run_1/pdn.png
Bar = 10 um. Pins as bars on the die edge. Tap cells in grey.
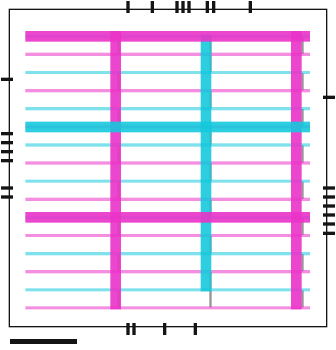
run_1/cell_classes.png
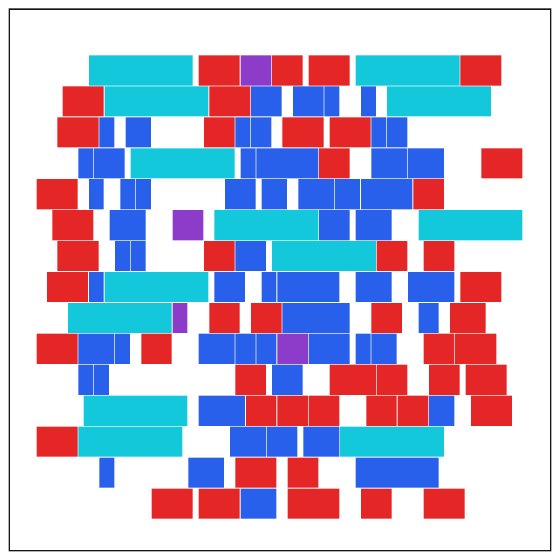
run_1/clock_map.png
Bar = 10 um.
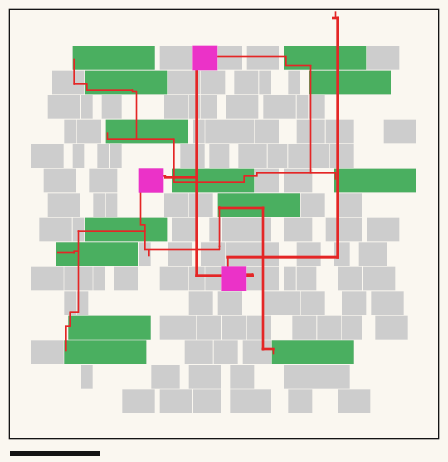
### src/rtl/priority_enc_pkg.sv
// Shared definitions for the registered request encoder: arbitration modes,
// the offer FSM state type and small helpers used to size and decode indices.
package priority_enc_pkg;

    localparam logic [1:0] MODE_LSB = 2'd0;
    localparam logic [1:0] MODE_MSB = 2'd1;
    localparam logic [1:0] MODE_RR  = 2'd2;

    localparam int MAX_N = 64;

    typedef enum logic {
        IDLE  = 1'b0,
        VALID = 1'b1
    } state_e;

    // Index width for n request lines; n is at most MAX_N, so six bits suffice.
    function automatic int clog2(input int n);
        int r;
        r = 0;
        for (int i = 0; i < 7; i++) begin
            if ((1 << i) < n) r = i + 1;
        end
        return r;
    endfunction

    function automatic logic [MAX_N-1:0] onehot(input logic [5:0] idx);
        return MAX_N'(1) << idx;
    endfunction

endpackage

### src/rtl/priority_enc_rr_if.sv
// Request/grant bundle between event sources, the encoder and its single consumer.
interface priority_enc_rr_if #(
    parameter int N = 8
) ();
    localparam int IDX_W = priority_enc_pkg::clog2(N);

    // out_idx is transferred on a rising edge where out_valid & out_ready are both 1;
    // while out_valid is high and out_ready is low, out_idx and out_valid hold steady,
    // and out_valid never drops without a transfer except on flush or reset.
    logic [N-1:0]     req;
    logic             flush;
    logic             out_ready;
    logic             out_valid;
    logic [IDX_W-1:0] out_idx;
    logic [N-1:0]     pending;
    logic             drop;

    modport master (
        output req, flush, out_ready,
        input  out_valid, out_idx, pending, drop
    );

    modport slave (
        input  req, flush, out_ready,
        output out_valid, out_idx, pending, drop
    );

endinterface

### src/rtl/pe_select.sv
// Combinational selector: picks one set bit of mask by lowest index, highest
// index, or first set bit at or above base with wrap-around.
module pe_select
    import priority_enc_pkg::*;
#(
    parameter  int N     = 8,
    localparam int IDX_W = clog2(N),
    localparam int SW    = IDX_W + 1
) (
    input  logic [N-1:0]     mask,
    input  logic [IDX_W-1:0] base,
    input  logic [1:0]       mode,
    output logic [IDX_W-1:0] idx,
    output logic             any
);

    logic [2*N-1:0] dbl;
    logic [SW-1:0]  pos;
    logic           found;

    assign any = |mask;
    // Two copies back to back let the wrap-around scan run as a plain upward walk.
    assign dbl = {mask, mask};

    always_comb begin
        idx   = '0;
        pos   = '0;
        found = 1'b0;
        case (mode)
            MODE_MSB: begin
                for (int i = 0; i < N; i++) begin
                    if (mask[i]) idx = IDX_W'(i);
                end
            end
            MODE_RR: begin
                for (int k = 0; k < N; k++) begin
                    pos = {1'b0, base} + SW'(k);
                    if (!found && dbl[pos]) begin
                        found = 1'b1;
                        idx   = (pos >= SW'(N)) ? IDX_W'(pos - SW'(N)) : IDX_W'(pos);
                    end
                end
            end
            default: begin
                for (int i = N - 1; i >= 0; i--) begin
                    if (mask[i]) idx = IDX_W'(i);
                end
            end
        endcase
    end

endmodule

### src/rtl/priority_enc_rr.sv
// Registered request encoder: latches request pulses into a pending mask and
// offers one granted index at a time to a single consumer over valid/ready.
module priority_enc_rr
    import priority_enc_pkg::*;
#(
    parameter int N    = 8,
    parameter int MODE = 0
) (
    input  logic             clk,
    input  logic             rst_n,
    priority_enc_rr_if.slave pe_bus,
    output state_e           state_o
);

    localparam int IDX_W = clog2(N);

    state_e           state_q, state_d;
    logic [N-1:0]     pending_q, pending_d;
    logic             out_valid_q, out_valid_d;
    logic [IDX_W-1:0] out_idx_q, out_idx_d;
    logic             drop_q, drop_d;
    logic [IDX_W-1:0] rr_ptr_q, rr_ptr_d;

    logic             hs;
    logic [N-1:0]     clr;
    logic [N-1:0]     cand;
    logic [IDX_W-1:0] sel_idx;
    logic             sel_any;

    assign hs   = out_valid_q & pe_bus.out_ready;
    assign clr  = hs ? N'(onehot(6'(out_idx_q))) : '0;
    // Only registered bits compete; a request arriving this edge is seen next edge.
    assign cand = pending_q & ~clr;

    pe_select #(
        .N (N)
    ) u_sel (
        .mask (cand),
        .base (rr_ptr_q),
        .mode (2'(MODE)),
        .idx  (sel_idx),
        .any  (sel_any)
    );

    always_comb begin
        state_d     = state_q;
        out_valid_d = out_valid_q;
        out_idx_d   = out_idx_q;
        rr_ptr_d    = rr_ptr_q;
        pending_d   = (pending_q & ~clr) | pe_bus.req;
        // A request on the bit being granted this edge simply re-pends; it is not a merge.
        drop_d      = |(pe_bus.req & pending_q & ~clr);

        if (hs) begin
            rr_ptr_d = (out_idx_q == IDX_W'(N - 1)) ? '0 : out_idx_q + IDX_W'(1);
        end

        case (state_q)
            IDLE: begin
                out_valid_d = 1'b0;
                if (sel_any) begin
                    out_idx_d   = sel_idx;
                    out_valid_d = 1'b1;
                    state_d     = VALID;
                end
            end
            VALID: begin
                out_valid_d = 1'b1;
                if (pe_bus.out_ready) begin
                    if (sel_any) begin
                        out_idx_d = sel_idx;
                    end else begin
                        out_valid_d = 1'b0;
                        state_d     = IDLE;
                    end
                end
            end
            default: begin
                out_valid_d = 1'b0;
                state_d     = IDLE;
            end
        endcase

        // Flush outranks both new requests and a grant completing on the same edge.
        if (pe_bus.flush) begin
            pending_d   = '0;
            out_valid_d = 1'b0;
            drop_d      = 1'b0;
            rr_ptr_d    = rr_ptr_q;
            state_d     = IDLE;
        end
    end

    always_ff @(posedge clk or negedge rst_n) begin
        if (!rst_n) begin
            state_q     <= IDLE;
            pending_q   <= '0;
            out_valid_q <= 1'b0;
            out_idx_q   <= '0;
            drop_q      <= 1'b0;
            rr_ptr_q    <= '0;
        end else begin
            state_q     <= state_d;
            pending_q   <= pending_d;
            out_valid_q <= out_valid_d;
            out_idx_q   <= out_idx_d;
            drop_q      <= drop_d;
            rr_ptr_q    <= rr_ptr_d;
        end
    end

    assign pe_bus.out_valid = out_valid_q;
    assign pe_bus.out_idx   = out_idx_q;
    assign pe_bus.pending   = pending_q;
    assign pe_bus.drop      = drop_q;
    assign state_o          = state_q;

endmodule

### src/flat_wrapper.sv
// flat-port wrapper written by rule: the top's interface ports become plain ports
module priority_enc_rr_flat import priority_enc_pkg::*;
#(
    parameter int N    = 8,
    parameter int MODE = 0
)
  (clk, rst_n, state_o, pe_bus_req, pe_bus_flush, pe_bus_out_ready, pe_bus_out_valid, pe_bus_out_idx, pe_bus_pending, pe_bus_drop);
  priority_enc_rr_if #(.N(N)) pe_bus_i ();
  input  logic clk;
  input  logic rst_n;
  output state_e state_o;
  input wire logic [$bits(pe_bus_i.req)-1:0] pe_bus_req;
  input wire logic [$bits(pe_bus_i.flush)-1:0] pe_bus_flush;
  input wire logic [$bits(pe_bus_i.out_ready)-1:0] pe_bus_out_ready;
  output wire logic [$bits(pe_bus_i.out_valid)-1:0] pe_bus_out_valid;
  output wire logic [$bits(pe_bus_i.out_idx)-1:0] pe_bus_out_idx;
  output wire logic [$bits(pe_bus_i.pending)-1:0] pe_bus_pending;
  output wire logic [$bits(pe_bus_i.drop)-1:0] pe_bus_drop;
  assign pe_bus_i.req = pe_bus_req;
  assign pe_bus_i.flush = pe_bus_flush;
  assign pe_bus_i.out_ready = pe_bus_out_ready;
  assign pe_bus_out_valid = pe_bus_i.out_valid;
  assign pe_bus_out_idx = pe_bus_i.out_idx;
  assign pe_bus_pending = pe_bus_i.pending;
  assign pe_bus_drop = pe_bus_i.drop;
  priority_enc_rr #(.N(N), .MODE(MODE)) u_core (.clk(clk), .rst_n(rst_n), .pe_bus(pe_bus_i), .state_o(state_o));
endmodule
### config.mk
export PLATFORM = sky130hd
export DESIGN_NAME = priority_enc_rr_flat
export DESIGN_NICKNAME = d
export VERILOG_FILES = /design/src/rtl/priority_enc_pkg.sv /design/src/rtl/priority_enc_rr_if.sv /design/src/rtl/pe_select.sv /design/src/rtl/priority_enc_rr.sv /design/src/flat_wrapper.sv
export SDC_FILE = /design/constraint.sdc
export NUM_CORES = 1
export LEC_CHECK = 0
export CAP_MARGIN = 20
export CORE_MARGIN = 2
export CORE_UTILIZATION = 38
export CTS_CLUSTER_SIZE = 20
export DETAILED_ROUTE_END_ITERATION = 8
export PLACE_DENSITY = 0.73
export REMOVE_ABC_BUFFERS = 1
export SYNTH_ARGS = -nofsm -noshare
export SYNTH_HDL_FRONTEND = slang
export SYNTH_SLANG_ARGS = --single-unit
### constraint.sdc
create_clock -name clk -period 1.8 [get_ports clk]
set_input_delay 0.27 -clock clk [delete_from_list [all_inputs] [get_ports clk]]
set_output_delay 0.27 -clock clk [all_outputs]
set_load 0.01 [all_outputs]
==> reports/results.txt, run 1 <==
Init Core Util: 0.4115
tool warning count: 27
Logic cell area: 404.1 sq um
DR vias: 771
Crit. End Element: flop
I/O Buffers: 25
worst min path class: in2async
syn_area_per_cell: 9.838 sq um
Critical path origin: u_core.pe_bus.out_idx[0]
initial antenna violation count: 0
Clock Power Share: 0.215
global placer's final weighted congestion: 0.7993
Leakage: 0.5435 nW
grt met1 use: 0.2594
area of the mapped netlist: 718.2 sq um
top cells, area: dfrtp_1 (45%), nor2_1 (8.4%), o21a_2 (3.7%), o21a_1 (3.1%), a21oi_1 (2.8%)
Total GRT Usage: 0.2111
final setup margin: -0.1790 ns
Seq share, synth: 0.4530
Reg-to-Reg Start: u_core.pe_bus.out_idx[0]
highest clock rate: 0.5053 GHz
Final ANT Viol Nets: 0
internal power: 0.6188 mW
dominant cell type by area after synthesis: dfrtp_1
Die Y-Extent: 47.48 um
Clock group: 0.194 mW
H-tree level count: 1
Seq cells post-synth: 13
Placed Instances: 140
endpoints failing hold: 0
count of library flops with an enable pin: 0
core area: 0.001745 sq mm
fillers: 140
routed wire length per instance: 14.20 um
Layout Utilization: 0.7004
setup violators final: 4
WL met1: 870 um
Yosys Chip Area: 718.2 sq um
Post-CTS Resized: 6
Cells after Synth: 73
Yosys Instances: 73
pre-CTS WS: -0.6247 ns
antenna cells: 0
max reg flops: 8
unrepaired setup endpoints after global routing: yes
Seq. cell area: 325.3 sq um
max layer used: met4
DRT iter0 DRCs: 16
share of power burned in registers: 0.387
Critical Path RT: 1.98 ns
CTS Buf Count: 3
failing checks: setup timing
critical path type: reg2reg
reg-to-reg setup timing slack: -0.18 ns
synth unique cells: 33
overall power: 0.9039 mW
fin cells: 148
first-pass GRT wire length: 3215 um
Congestion Overflow GR: 0
TritonCTS Sinks: 13
status: finished with violations
DR pass1 iterations: 4
clk_skew: 0.002212 ns
WL met2: 1077 um
fin crit share: 1.099
Max Root-Sink Buffers: 2
switching share of power: 0.3155
I/O pin count: 26
drt total wl: 2102 um
num rows: 15
global-route met2 utilization: 0.3514
Clock Root Buffer: clkbuf_4
ys async rst share: 1.000
Post-Place Cell Area: 0.001131 sq mm
Final Max Tran Viols: 0
largest net degree at the start of global routing: 14
main flop type: dfrtp_1
vias in the first global route: 732
WL met3: 87 um
post-DR vias/cell: 5.209
Die ar.: 0.002254 sq mm
Synth top area share: 0.4530
nets: 136
Setup TNS: -0.5864 ns
power of the sequential group: 0.350 mW
FF-to-FF End: u_core.pe_bus.out_idx[0]
yosys warns: 0
About pdn.png:
[magenta] VSS
[cyan] VDD
rows: 15
met4 straps: 3

About cell_classes.png:
[purple] clock drivers and dummy loads | cells: 4 | share of their area: 2.2%
[red] other buffers and delay cells | cells: 48 | share of their area: 36%
[cyan] flops | cells: 13 | share of their area: 27%
[blue] all other logic | cells: 58 | share of their area: 35%

About clock_map.png:
[red] clock wires | length: 220 um
[green] flip-flops | count: 13
[magenta] cells driving clock nets | count: 3
routed clock nets: 4

==> run 1: Yosys cell counts (2+ instances only) <==
library cell	count
a21oi_1	4
o21a_1	3
nor2_1	16
a22oi_1	2
o21a_2	3
inv_1	2
o21ai_1	2
nand2_1	2
dfrtp_1	13
a31oi_1	2
nand2b_1	2
==> run 1: placed cells by master, fill, tap and decap left out, drive strengths merged, types with 2 or more instances in the layout <==
cell / synthesis / layout
nor2: 16 / 16
nand2: 2 / 2
a31oi: 2 / 2
clkbuf: 0 / 4
nand2b: 2 / 2
o21ai: 4 / 4
o31ai: 2 / 2
inv: 2 / 2
clkdlybuf4s50: 0 / 23
a21oi: 4 / 4
a22oi: 2 / 2
mux2: 2 / 2
o21a: 6 / 6
dfrtp: 13 / 13
buf: 2 / 23
==> run 1: cell families (layout without fill, tap and decap cells) <==
family          Yosys count  count (layout)  share of synthesized area
mux                       2               2                    0.03136
simple gates             28              28                     0.2248
buf+inv                   4              54                    0.02614
flops                    13              13                     0.4530
compound gates           26              26                     0.2648
==> run 1: worst max-delay path, cell delays in order (launching register included) <==
cell      delay (ns)
dfrtp_1         0.44
nand3b_4        0.20
o21a_2          0.23
or4_4           0.50
o21ai_4         0.18
mux2_4          0.32
==> run 1: layout make-up <==
class	instances	share of cell area
inverter	2	0.006141
multi-input combinational	56	0.3306
tap	25	0.02559
sequential	13	0.2661
clock buffer	4	0.02149
timing repair buffer	48	0.3501
==> run 1: worst min path at each step <==
stage	end	slack [ns]
after floorplan	u_core.pe_bus.drop	-0.03
after global placement	u_core.pe_bus.out_idx[0]	0.59
after detailed placement	u_core.pe_bus.out_idx[0]	0.60
after CTS	u_core.pe_bus.out_idx[2]	0.38
after global routing	u_core.pe_bus.out_valid	0.41
final	u_core.pe_bus.out_idx[2]	0.35
==> run 2, diff against run 1 <==
--- a/config.mk
+++ b/config.mk
@@ -10,6 +10,7 @@
 export CORE_UTILIZATION = 38
 export CTS_CLUSTER_SIZE = 20
 export DETAILED_ROUTE_END_ITERATION = 8
+export GPL_ROUTABILITY_DRIVEN = 0
 export PLACE_DENSITY = 0.73
 export REMOVE_ABC_BUFFERS = 1
 export SYNTH_ARGS = -nofsm -noshare
==> reports/results.txt, run 2 <==
P&R area growth vs syn: 70.21%
fin crit share: 1.099 (unchanged)
Setup Buffers After CTS: 3
largest net degree at the start of global routing: 14 (unchanged)
Post-CTS Resized: 6 (unchanged)
max_cap viols: 0
nets: 136 (unchanged)
DRT iter0 DRCs: 16 (unchanged)
clk_skew: 0.002212 ns (unchanged)
most frequent cells after synthesis: nor2_1 (16), dfrtp_1 (13), a21oi_1 (4)
Yosys top cell by instances: nor2_1
Total GRT Usage: 0.2111 (unchanged)
main flop type: dfrtp_1
CP arrival: 2.16 ns
Crit. End Element: flop
vias in the first global route: 732 (unchanged)
Worst Setup Start Kind: flop
clock tree from TritonCTS: yes
max reg flops: 8 (unchanged)
PwrDens: 739.5 mW/mm^2
Final Max Tran Viols: 0 (unchanged)
Yosys Chip Area: 718.2 sq um (unchanged)
Die W: 47.48 um
most numerous logic cell after layout: clkdlybuf4s50_1
worst min path class: in2async
Layout Utilization: 0.7004 (unchanged)
status: finished with violations
clk latency late pin: 0.29 ns
count of library flops with an enable pin: 0 (unchanged)
drc violations: 0
first-pass GRT wire length: 3215 um (unchanged)
Post-Place Cell Area: 0.001131 sq mm (unchanged)
syn_area_per_cell: 9.838 sq um (unchanged)
DR vias: 771 (unchanged)
overall power: 0.9039 mW (unchanged)
Init Core Util: 0.4115 (unchanged)
Die Y-Extent: 47.48 um (unchanged)
synth unique cells: 33 (unchanged)
Clock Root Buffer: clkbuf_4
Die ar.: 0.002254 sq mm (unchanged)
layout cells sized above 1: 0.3252
post-DR vias/cell: 5.209 (unchanged)
Setup TNS: -0.5864 ns (unchanged)
yosys warns: 0 (unchanged)
dominant cell type by area after synthesis: dfrtp_1
Seq cells post-synth: 13 (unchanged)
setup violators final: 4 (unchanged)
Final Cell Area: 0.001222 sq mm
Critical Path RT: 1.98 ns (about the same)
num rows: 15 (unchanged)
hold_buf cts: 0
I/O pin count: 26 (unchanged)
Yosys Instances: 73 (unchanged)
highest clock rate: 0.5053 GHz (unchanged)
final setup margin: -0.1790 ns (unchanged)
Max Root-Sink Buffers: 2 (unchanged)
pre-CTS WS: -0.6247 ns (unchanged)
initial antenna violation count: 0 (unchanged)
DR pass1 iterations: 4 (unchanged)
failing checks: setup timing
antenna cells: 0 (unchanged)
Leakage: 0.5435 nW (unchanged)
Final ANT Viol Nets: 0 (unchanged)
area of the mapped netlist: 718.2 sq um (unchanged)
top cells, area: dfrtp_1 (45%), nor2_1 (8.4%), o21a_2 (3.7%), o21a_1 (3.1%), a21oi_1 (2.8%)
critical path type: reg2reg
Synth top area share: 0.4530 (unchanged)
fin crit period: 1.979 ns
Congestion Overflow GR: 0 (unchanged)
tool warning count: 27 (unchanged)
unrepaired setup endpoints after global routing: yes
core area: 0.001745 sq mm (unchanged)
CTS Buf Count: 3 (unchanged)
fin cells: 148 (unchanged)
routed wire length per instance: 14.20 um (unchanged)
ys async rst share: 1.000 (unchanged)
Seq share, synth: 0.4530 (unchanged)
endpoints failing hold: 0 (unchanged)
Peak VDD IR: 0.4292 mV
Placed Instances: 140 (unchanged)
Crit Path Max Fanout: 4
H-tree level count: 1 (unchanged)
Cells after Synth: 73 (unchanged)
I/O Buffers: 25 (unchanged)
Top Layout Cells: clkdlybuf4s50_1 (23), buf_4 (22), nor2_1 (15), dfrtp_1 (13)
Min Hold Slack: 0.3537 ns
drt total wl: 2102 um (unchanged)
TritonCTS Sinks: 13 (unchanged)
-- run 2: cell counts in the layout (fill, tap and decap cells not counted) --
No cell type changed its count.
-- run 2: cell type report --
type / instances / area, sq um
clock buffers: 4 / 26.28
fillers: 140 / 523.0
inverters: 2 / 7.507
multi-input cells: 56 / 404.1
flip-flops and latches: 13 / 325.3
well taps: 25 / 31.28
repair buffers: 48 / 427.9
-- run 2: cells by family after synthesis --
family          after synthesis  synth area share
flops                        13            0.4530
compound gates               26            0.2648
simple gates                 28            0.2248
mux                           2           0.03136
buf+inv                       4           0.02614
-- run 2: path summary, 6_finish.rpt --
kind	startpoint	endpoint	slack (ns)	cells past startpoint
setup / recovery	u_core.pe_bus.out_idx[0]	u_core.pe_bus.out_idx[0]	-0.18	5
hold / removal	rst_n	u_core.pe_bus.out_idx[2]	0.35	1
setup reg to reg	u_core.pe_bus.out_idx[0]	u_core.pe_bus.out_idx[0]	-0.18	5
hold reg to reg	u_core.pe_bus.out_idx[0]	u_core.pe_bus.out_idx[0]	0.65	1
max in group asynchronous	rst_n	u_core.pe_bus.pending[6]	1.06	1
min in group clk	pe_bus_req[1]	u_core.pe_bus.pending[1]	0.55	3
-- run 2: per-layer routing --
metal | global-route usage | vias to the layer above | wire length, um
met4 | 0.1111 | 0 | 65
met5 | 0 | - | 0
met3 | 0.03774 | 7 | 87
met1 | 0.2594 | 372 | 870
li1 | - | 369 | -
met2 | 0.3514 | 23 | 1077
-- run 2: worst max-delay path: stages (launching register included) --
cell	delay, ns
dfrtp_1	0.44
nand3b_4	0.20
o21a_2	0.23
or4_4	0.50
o21ai_4	0.18
mux2_4	0.32
-- run 2: where the power goes --
part | leakage (nW) | internal (mW) | switching (mW)
logic | 0.367 | 0.211 | 0.149
registers | 0.162 | 0.321 | 0.0288
clock network | 0.0150 | 0.0862 | 0.108
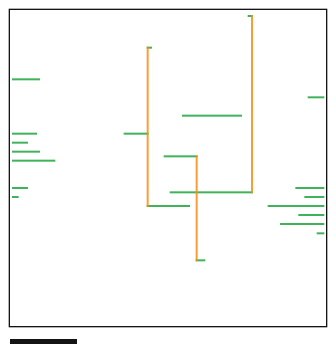
run_2/metal_stack.png
Bar = 10 um. Only two layers are drawn.
[orange] met4 | wire length: 66.0 um
[green] met3 | wire length: 87.3 um

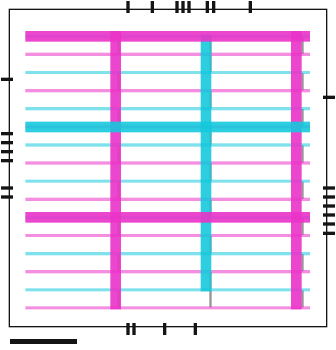
run_2/pdn.png
Bar = 10 um. Pins as bars on the die edge. Tap cells in grey.
[cyan] VDD
[magenta] VSS
tap cells: 25
met4 straps: 3

==> run 3, diff against run 2 <==
--- a/config.mk
+++ b/config.mk
@@ -13,6 +13,7 @@
 export GPL_ROUTABILITY_DRIVEN = 0
 export PLACE_DENSITY = 0.73
 export REMOVE_ABC_BUFFERS = 1
+export SLEW_MARGIN = 0
 export SYNTH_ARGS = -nofsm -noshare
 export SYNTH_HDL_FRONTEND = slang
 export SYNTH_SLANG_ARGS = --single-unit
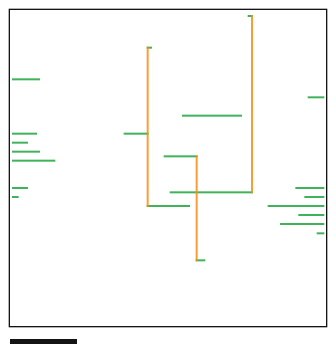
run_3/metal_stack.png
Bar = 10 um. Only two layers are drawn.
[green] met3 | wire length: 87.3 um
[orange] met4 | wire length: 66.0 um

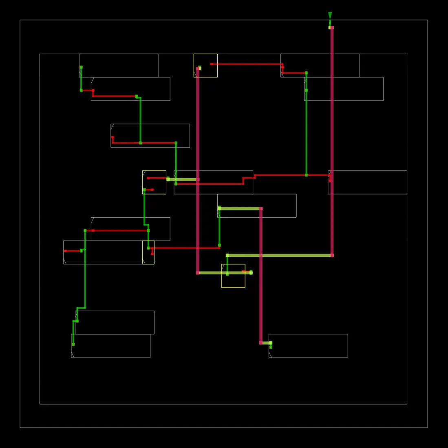
run_3/final_clocks.png
clk latency late pin: 0.29 ns
CTS Buf Count: 3
final-layout clock buffer total: 4
Clock group: 0.194 mW

==> reports/results.txt, run 3 <==
status: finished with violations
failing checks: setup timing
syn_area_per_cell: 9.838 sq um (unchanged)
overall power: 0.9039 mW (unchanged)
Final ANT Viol Nets: 0 (unchanged)
Seq cells post-synth: 13 (unchanged)
vias in the first global route: 732 (unchanged)
clock tree from TritonCTS: yes
Final Cell Area: 0.001222 sq mm (unchanged)
fin crit period: 1.979 ns (unchanged)
nets: 136 (unchanged)
Yosys top cell by instances: nor2_1
most numerous logic cell after layout: clkdlybuf4s50_1
initial antenna violation count: 0 (unchanged)
fin crit share: 1.099 (unchanged)
yosys warns: 0 (unchanged)
I/O pin count: 26 (unchanged)
Clock transition at path regs: 0.09 ns
H-tree level count: 1 (unchanged)
count of library flops with an enable pin: 0 (unchanged)
first-pass GRT wire length: 3215 um (unchanged)
core area: 0.001745 sq mm (unchanged)
area of the mapped netlist: 718.2 sq um (unchanged)
Final Max Tran Viols: 0 (unchanged)
layout cells sized above 1: 0.3252 (unchanged)
final setup margin: -0.1790 ns (unchanged)
Congestion Overflow GR: 0 (unchanged)
most frequent cells after synthesis: nor2_1 (16), dfrtp_1 (13), a21oi_1 (4)
endpoints failing hold: 0 (unchanged)
clk_skew: 0.002212 ns (unchanged)
Post-Place Cell Area: 0.001131 sq mm (unchanged)
main flop type: dfrtp_1
Die W: 47.48 um (unchanged)
Layout Utilization: 0.7004 (unchanged)
DR vias: 771 (unchanged)
top cells, area: dfrtp_1 (45%), nor2_1 (8.4%), o21a_2 (3.7%), o21a_1 (3.1%), a21oi_1 (2.8%)
Critical Path RT: 1.98 ns (about the same)
dominant cell type by area after synthesis: dfrtp_1
routed wire length per instance: 14.20 um (unchanged)
net switching power: 0.2852 mW (unchanged)
Leakage: 0.5435 nW (unchanged)
Peak VDD IR: 0.4292 mV (unchanged)
combinational share of power: 0.398 (about the same)
reg-to-reg setup timing slack: -0.18 ns (about the same)
synth unique cells: 33 (unchanged)
Yosys Instances: 73 (unchanged)
I/O Buffers: 25 (unchanged)
unrepaired setup endpoints after global routing: yes
antenna cells: 0 (unchanged)
Min Hold Slack: 0.3537 ns (unchanged)
share of power burned in registers: 0.387 (about the same)
highest clock rate: 0.5053 GHz (unchanged)
Seq share, synth: 0.4530 (unchanged)
pre-CTS WS: -0.6247 ns (unchanged)
Init Core Util: 0.4115 (unchanged)
Comb power: 0.360 mW (about the same)
DRT iter0 DRCs: 16 (unchanged)
Crit. End Element: flop
hold_buf cts: 0 (unchanged)
Total GRT Usage: 0.2111 (unchanged)
dpl hpwl: 1615 um
Placed Instances: 140 (unchanged)
Max Root-Sink Buffers: 2 (unchanged)
Top Layout Cells: clkdlybuf4s50_1 (23), buf_4 (22), nor2_1 (15), dfrtp_1 (13)
Clock Root Buffer: clkbuf_4
TritonCTS Sinks: 13 (unchanged)
switching share of power: 0.3155 (unchanged)
internal power: 0.6188 mW (unchanged)
power of the sequential group: 0.350 mW (about the same)
Setup TNS: -0.5864 ns (unchanged)
tool warning count: 27 (unchanged)
fin cells: 148 (unchanged)
Max transition margin: 0.6012
Worst Tran Pin Value: 0.5963 ns
num rows: 15 (unchanged)
max_cap viols: 0 (unchanged)
P&R area growth vs syn: 70.21% (unchanged)
PwrDens: 739.5 mW/mm^2 (unchanged)
Die Y-Extent: 47.48 um (unchanged)
critical path type: reg2reg
ys async rst share: 1.000 (unchanged)
CP arrival: 2.16 ns (about the same)
DR pass1 iterations: 4 (unchanged)
Clock Power Share: 0.215 (about the same)
largest net degree at the start of global routing: 14 (unchanged)
drc violations: 0 (unchanged)
Die ar.: 0.002254 sq mm (unchanged)
Worst Setup Start Kind: flop
post-DR vias/cell: 5.209 (unchanged)
Yosys Chip Area: 718.2 sq um (unchanged)
Cells after Synth: 73 (unchanged)
worst min path class: in2async
setup violators final: 4 (unchanged)
max reg flops: 8 (unchanged)
Synth top area share: 0.4530 (unchanged)
Pwr top: combinational cells
drt total wl: 2102 um (unchanged)
Crit Path Max Fanout: 4 (unchanged)
==> run 3: cell counts in the layout (fill, tap and decap cells not counted) <==
Identical to the previous run, type by type.
==> run 3: area by class of cell <==
| class | count | area, sq um |
|---|---|---|
| fill | 140 | 523.0 |
| timing repair buffer | 48 | 427.9 |
| multi-input combinational | 56 | 404.1 |
| sequential | 13 | 325.3 |
| tap | 25 | 31.28 |
| clock buffer | 4 | 26.28 |
| inverter | 2 | 7.507 |
==> run 3: worst paths after layout <==
kind,end,startpoint,cells after the start
max in group asynchronous,u_core.pe_bus.pending[6],rst_n,1
min in group clk,u_core.pe_bus.pending[1],pe_bus_req[1],3
worst min-delay path,u_core.pe_bus.out_idx[2],rst_n,1
worst max register to register,u_core.pe_bus.out_idx[0],u_core.pe_bus.out_idx[0],5
worst min register to register,u_core.pe_bus.out_idx[0],u_core.pe_bus.out_idx[0],1
worst max-delay path,u_core.pe_bus.out_idx[0],u_core.pe_bus.out_idx[0],5
==> run 3: kinds of logic after synthesis <==
group,share of synthesized area
buffers and inverters,0.02614
AND/OR/NAND/NOR,0.2248
multiplexers,0.03136
AND-OR/OR-AND,0.2648
flip-flops,0.4530
==> run 3: worst max-delay path, stage by stage (launching register included) <==
cell and delay, ns:
dfrtp_1 0.44, nand3b_4 0.20, o21a_2 0.23, or4_4 0.50, o21ai_4 0.18, mux2_4 0.32
==> run 3: what timing repair did <==
action	in CTS	in global routing
buffers inserted	3	2
resized	6	5
pin swaps	4	3
setup endpoints to repair	4	4
==> run 3: metal layers <==
metal	track usage	vias up	wire, um
li1	-	369	-
met4	0.1111	0	65
met5	0	-	0
met2	0.3514	23	1077
met1	0.2594	372	870
met3	0.03774	7	87
Power figures rest on the tool's default switching activity, not on a simulated workload.
